## config.mk

```make
export PLATFORM = sky130hd
export DESIGN_NAME = aes_key_schedule_store_flat
export DESIGN_NICKNAME = d
export VERILOG_FILES = /design/src/rtl/aes_pkg.sv /design/src/rtl/aes_key_schedule_store_if.sv /design/src/rtl/aes_key_word_gen.sv /design/src/rtl/aes_key_schedule_store.sv /design/src/flat_wrapper.sv
export SDC_FILE = /design/constraint.sdc
export NUM_CORES = 2
export LEC_CHECK = 0
export ABC_AREA = 1
export CORE_MARGIN = 1.5
export CORE_UTILIZATION = 55
export CTS_CLUSTER_DIAMETER = 80
export DETAILED_ROUTE_END_ITERATION = 10
export MAX_ROUTING_LAYER = met4
export PLACE_DENSITY = 0.73
export SETUP_SLACK_MARGIN = 0.1
export SLEW_MARGIN = 20
export SYNTH_ARGS = -nofsm -noshare
export SYNTH_HDL_FRONTEND = slang
export SYNTH_SLANG_ARGS = --single-unit
```

## constraint.sdc

```tcl
create_clock -name clk_sys -period 13.3 [get_ports clk_sys]
set_input_delay 2.66 -clock clk_sys [delete_from_list [all_inputs] [get_ports clk_sys]]
set_output_delay 2.66 -clock clk_sys [all_outputs]
set_load 0.03 [all_outputs]
```

## src/rtl/aes_pkg.sv

```systemverilog
// aes_pkg: shared AES S-box, GF helpers, key-length derivations and FSM state type
package aes_pkg;
  typedef enum logic [1:0] {AES128, AES192, AES256} key_len_e;
  typedef enum logic [1:0] {IDLE, EXPAND, READY} ks_state_e;
  localparam int WORD_BITS = 32;
  localparam int RK_WORDS = 4;
  localparam int RK_BITS = WORD_BITS * RK_WORDS;
  // entry 0 sits in the MSBs
  localparam logic [2047:0] SBOX = {
    128'h637c777bf26b6fc53001672bfed7ab76, 128'hca82c97dfa5947f0add4a2af9ca472c0,
    128'hb7fd9326363ff7cc34a5e5f171d83115, 128'h04c723c31896059a071280e2eb27b275,
    128'h09832c1a1b6e5aa0523bd6b329e32f84, 128'h53d100ed20fcb15b6acbbe394a4c58cf,
    128'hd0efaafb434d338545f9027f503c9fa8, 128'h51a3408f929d38f5bcb6da2110fff3d2,
    128'hcd0c13ec5f974417c4a77e3d645d1973, 128'h60814fdc222a908846eeb814de5e0bdb,
    128'he0323a0a4906245cc2d3ac629195e479, 128'he7c8376d8dd54ea96c56f4ea657aae08,
    128'hba78252e1ca6b4c6e8dd741f4bbd8b8a, 128'h703eb5664803f60e613557b986c11d9e,
    128'he1f8981169d98e949b1e87e9ce5528df, 128'h8ca1890dbfe6426841992d0fb054bb16};
  function automatic logic [7:0] sbox(input logic [7:0] b);
    return SBOX[2047 - 8 * int'(b) -: 8];
  endfunction
  function automatic logic [7:0] aes128_sbox(input logic [7:0] b);
    return sbox(b);
  endfunction
  function automatic logic [31:0] sub_word(input logic [31:0] w);
    return {sbox(w[31:24]), sbox(w[23:16]), sbox(w[15:8]), sbox(w[7:0])};
  endfunction
  function automatic logic [7:0] xtime(input logic [7:0] b);
    return {b[6:0], 1'b0} ^ (b[7] ? 8'h1b : 8'h00);
  endfunction
  function automatic int nk_of(input int kb);
    return kb / 32;
  endfunction
  function automatic int nr_of(input int kb);
    return nk_of(kb) + 6;
  endfunction
  function automatic int nw_of(input int kb);
    return 4 * (nr_of(kb) + 1);
  endfunction
  function automatic key_len_e key_len(input int kb);
    return kb == 256 ? AES256 : kb == 192 ? AES192 : AES128;
  endfunction
endpackage

```

## src/rtl/aes_key_schedule_store_if.sv

```systemverilog
// aes_key_schedule_store_if: key load, status and round-key read bus
interface aes_key_schedule_store_if #(parameter int KEY_BITS = 128);
  logic [KEY_BITS-1:0] key_in;
  logic key_load;
  logic busy;
  logic key_ready;
  logic rk_rd_en;
  logic [3:0] rk_idx;
  logic [127:0] rk_out;
  logic rk_out_valid;
  logic rk_err;
  modport master(output key_in, key_load, rk_rd_en, rk_idx,
                 input busy, key_ready, rk_out, rk_out_valid, rk_err);
  modport slave(input key_in, key_load, rk_rd_en, rk_idx,
                output busy, key_ready, rk_out, rk_out_valid, rk_err);
endinterface

```

## src/rtl/aes_key_word_gen.sv

```systemverilog
// aes_key_word_gen: next expanded key word from w[i-1], w[i-NK], phase and rcon
module aes_key_word_gen
  import aes_pkg::*;
#(
  parameter int NK = 4
) (
  input  logic [31:0] prev,
  input  logic [31:0] old,
  input  logic [2:0]  phase,
  input  logic [7:0]  rcon,
  output logic [31:0] word
);
  logic [31:0] pre;
  logic [31:0] sub;
  // one SubWord shared by the rotated and the AES-256 mid-key case
  always_comb begin
    pre = phase == 3'd0 ? {prev[23:0], prev[31:24]} : prev;
    sub = sub_word(pre);
    word = old ^ (phase == 3'd0 ? sub ^ {rcon, 24'h0} : (NK == 8 && phase == 3'd4) ? sub : prev);
  end
endmodule

```

## src/rtl/aes_key_schedule_store.sv

```systemverilog
// aes_key_schedule_store: expands an AES key once and serves any round key with one-cycle latency
module aes_key_schedule_store
  import aes_pkg::*;
#(
  parameter int KEY_BITS = 128
) (
  input logic clk_sys,
  input logic rst_n,
  aes_key_schedule_store_if.slave bus
);
  localparam int NK = nk_of(KEY_BITS);
  localparam int NR = nr_of(KEY_BITS);
  localparam int NW = nw_of(KEY_BITS);
  if (KEY_BITS != 128 && KEY_BITS != 192 && KEY_BITS != 256) begin : g_bad_key
    $error("aes_key_schedule_store: KEY_BITS must be 128, 192 or 256");
  end
  ks_state_e state, nxt;
  logic [31:0] store [NW];
  logic [31:0] win [NK];
  logic [5:0] i;
  logic [2:0] phase;
  logic [7:0] rcon;
  logic [31:0] w_new;
  logic rd_ok;
  aes_key_word_gen #(.NK(NK)) u_gen (
    .prev(win[NK-1]),
    .old(win[0]),
    .phase(phase),
    .rcon(rcon),
    .word(w_new)
  );
  always_comb begin
    nxt = bus.key_load ? EXPAND : (state == EXPAND && i == 6'(NW - 1)) ? READY : state;
    rd_ok = bus.rk_rd_en && !bus.key_load && state == READY && bus.rk_idx <= 4'(NR);
  end
  assign bus.busy = state == EXPAND;
  assign bus.key_ready = state == READY;
  always_ff @(posedge clk_sys) begin
    if (!rst_n) begin
      state <= IDLE;
      bus.rk_out_valid <= 1'b0;
      bus.rk_err <= 1'b0;
      bus.rk_out <= '0;
    end else begin
      state <= nxt;
      bus.rk_out_valid <= rd_ok;
      bus.rk_err <= bus.rk_rd_en && !rd_ok;
      if (rd_ok)
        bus.rk_out <= {store[{bus.rk_idx, 2'd0}], store[{bus.rk_idx, 2'd1}],
                       store[{bus.rk_idx, 2'd2}], store[{bus.rk_idx, 2'd3}]};
    end
  end
  // window[0] is w[i-NK], window[NK-1] is w[i-1]
  always_ff @(posedge clk_sys) begin
    if (bus.key_load) begin
      for (int k = 0; k < NK; k++) begin
        win[k] <= bus.key_in[KEY_BITS-1-32*k -: 32];
        store[k] <= bus.key_in[KEY_BITS-1-32*k -: 32];
      end
      i <= 6'(NK);
      phase <= 3'd0;
      rcon <= 8'h01;
    end else if (state == EXPAND) begin
      store[i] <= w_new;
      for (int k = 0; k < NK - 1; k++) win[k] <= win[k+1];
      win[NK-1] <= w_new;
      i <= i + 6'd1;
      phase <= phase == 3'(NK - 1) ? 3'd0 : phase + 3'd1;
      if (phase == 3'd0) rcon <= xtime(rcon);
    end
  end
endmodule

```

## src/flat_wrapper.sv

```systemverilog
// flat-port wrapper written by rule: the top's interface ports become plain ports
module aes_key_schedule_store_flat import aes_pkg::*;
#(
  parameter int KEY_BITS = 128
)
  (clk_sys, rst_n, bus_key_in, bus_key_load, bus_rk_rd_en, bus_rk_idx, bus_busy, bus_key_ready, bus_rk_out, bus_rk_out_valid, bus_rk_err);
  aes_key_schedule_store_if #(.KEY_BITS(KEY_BITS)) bus_i ();
  input logic clk_sys;
  input logic rst_n;
  input wire logic [$bits(bus_i.key_in)-1:0] bus_key_in;
  input wire logic [$bits(bus_i.key_load)-1:0] bus_key_load;
  input wire logic [$bits(bus_i.rk_rd_en)-1:0] bus_rk_rd_en;
  input wire logic [$bits(bus_i.rk_idx)-1:0] bus_rk_idx;
  output wire logic [$bits(bus_i.busy)-1:0] bus_busy;
  output wire logic [$bits(bus_i.key_ready)-1:0] bus_key_ready;
  output wire logic [$bits(bus_i.rk_out)-1:0] bus_rk_out;
  output wire logic [$bits(bus_i.rk_out_valid)-1:0] bus_rk_out_valid;
  output wire logic [$bits(bus_i.rk_err)-1:0] bus_rk_err;
  assign bus_i.key_in = bus_key_in;
  assign bus_i.key_load = bus_key_load;
  assign bus_i.rk_rd_en = bus_rk_rd_en;
  assign bus_i.rk_idx = bus_rk_idx;
  assign bus_busy = bus_i.busy;
  assign bus_key_ready = bus_i.key_ready;
  assign bus_rk_out = bus_i.rk_out;
  assign bus_rk_out_valid = bus_i.rk_out_valid;
  assign bus_rk_err = bus_i.rk_err;
  aes_key_schedule_store #(.KEY_BITS(KEY_BITS)) u_core (.clk_sys(clk_sys), .rst_n(rst_n), .bus(bus_i));
endmodule
```

m1.png
Cells faint in the background.
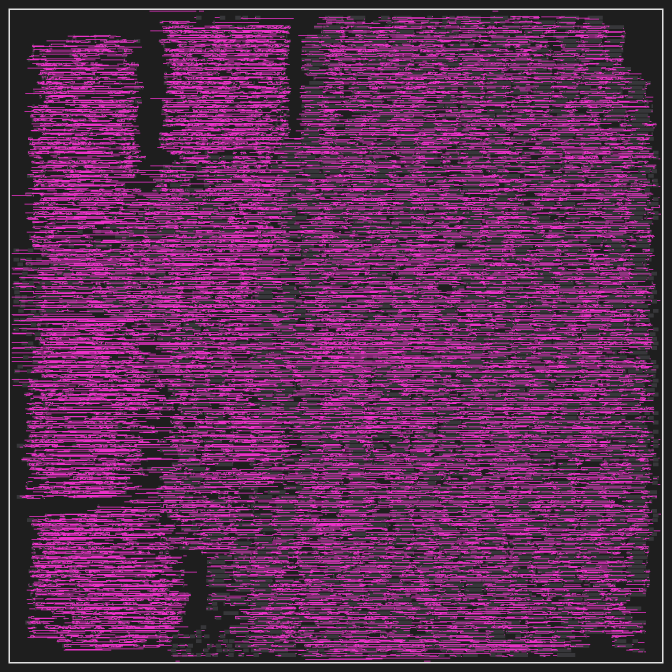
wire length on this layer: 110 mm
nets with wire on the layer: 7626
share of all routed wire: 38%
main direction: horizontal
final wirelength: 290.5 mm
grt met1 use: 54.28%
via total after detailed routing: 65457

m2.png
Scale bar: 100 µm.
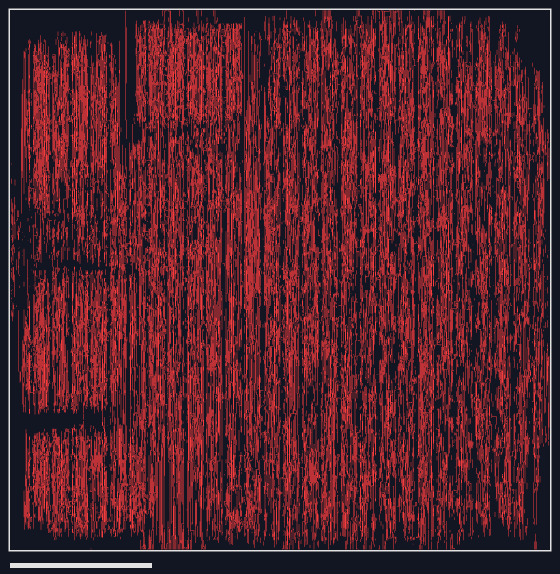
main direction: vertical
nets with wire on the layer: 6277
longest straight run: 131 µm
share of all routed wire: 44%
wire length on this layer: 128 mm

==> qor.csv <==
metric,value,unit
drv_slew,0,
grt_start_max_net_pins,207,
yosys.stat.chipArea,78700,µm²
rsz0062_at_grt,no,
tightestPinTransition,1220,ps
p_leak,31.78,nW
cts-root-buf,clkbuf_16,
netSwitchingFraction,33.44,%
syn_nets,8111,
vias_per_cell,6.539,
dp.cells,9658,
clkPwrFrac,31.7,%
chip_area,145400,µm²
max-cap-violations,0,
p_comb_share,24.1,%
start_kind,flip-flop,
crit-reg2reg-launch,u_core.phase[0],
status,finished clean,
cts_buffers,167,
clkSlewWorstSetupHoldPaths,60,ps
synth_flop_count,1685,
fin_util,62.32,%
[layout make-up]
| type | instances | area (µm²) |
|---|---|---|
| Antenna cell | 39 | 97.59 |
| Clock buffer | 233 | 4621 |
| Clock inverter | 81 | 730.7 |
| Fill cell | 11349 | 53420 |
| Inverter | 253 | 974.7 |
| Multi-Input combinational cell | 5438 | 26730 |
| Sequential cell | 1685 | 49110 |
| Tap cell | 1890 | 2365 |
| Timing Repair Buffer | 392 | 3709 |
[cell usage in the layout (no fill, tap or decap), types with 53 or more instances in the layout]
cell type / instances
a21oi_1: 87
inv_1: 227
clkdlybuf4s50_1: 262
o221ai_1: 65
o21ai_0: 807
ha_1: 53
edfxtp_1: 1536
nor2_1: 772
o211ai_1: 342
clkbuf_16: 170
dfxtp_1: 149
o22ai_1: 128
nand2_1: 1636
a31oi_1: 131
buf_4: 120
nand3_1: 1207
[worst min path at each step]
stage / cells past startpoint / end / start
floorplan: 2 / u_core.rcon[4] / u_core.rcon[4]
global placement: 2 / u_core.state[0] / u_core.state[0]
detailed placement: 2 / u_core.rcon[2] / u_core.rcon[1]
CTS: 2 / u_core.rcon[7] / u_core.rcon[6]
global route: 2 / u_core.state[1] / u_core.state[1]
finish: 2 / u_core.state[0] / u_core.state[0]
[sequential cells by signal, summed over array words and instances (netlist names)]
register and count:
u_core.rcon 8, u_core.phase 3, u_core.win 128, u_core.bus.rk_err 1, u_core.bus.rk_out 128, u_core.i 6, u_core.store 1408, u_core.bus.rk_out_valid 1
u_core.state 2
[per-layer routing]
layer	vias to the layer above	GRT usage (%)
met2	4536	57.73
met1	31746	54.28
li1	28528	-
met4	0	16.66
met3	647	10.99
met5	-	-
[stage by stage]
step / power (mW) / cell area (µm²) / worst slack, ps
floorplan: 8.489 / 78700 / 6358
global placement: 9.870 / 82800 / 6870
detailed placement: 9.870 / 82880 / 6734
CTS: 14.39 / 88230 / 7453
global route: 14.93 / 88330 / 7019
finish: 14.55 / 88340 / 7128
[cell families (layout without fill, tap and decap cells)]
group           count (synthesis)  count (layout)  synth area share, %
fa+ha+maj                      53              53               0.8426
buf+inv                       799             959                4.156
compound gates               1604            1604                12.16
simple gates                 3779            3779                20.42
other cells                     0              39                    0
flops                        1685            1685                62.40
xor+xnor                        2               2              0.02226
[power groups by stage]
| stage | logic [mW] | clock network, mW | registers, mW |
|---|---|---|---|
| floorplan | 2.00 | 0 | 6.49 |
| global placement | 3.33 | 0 | 6.54 |
| detailed placement | 3.33 | 0 | 6.54 |
| CTS | 3.34 | 4.62 | 6.43 |
| global route | 3.67 | 4.82 | 6.44 |
| finish | 3.50 | 4.62 | 6.44 |
[critical path: stages, from the launching register on]
cell and delay [ps]:
dfxtp_1 310, inv_1 90, ha_1 430, inv_2 80, nor2_4 280, buf_4 490, nand2_1 100, nand2_1 80
buf_4 530, inv_2 570, nand2_1 330, inv_1 130, nand2_1 110, nand3_1 80, nand3_1 110, nand3_1 160
nand3_1 150, nand2_1 100, nand2_1 100, nand2_1 60, nand2_1 350, and2_2 990
Power figures rest on the tool's default switching activity, not on a simulated workload.
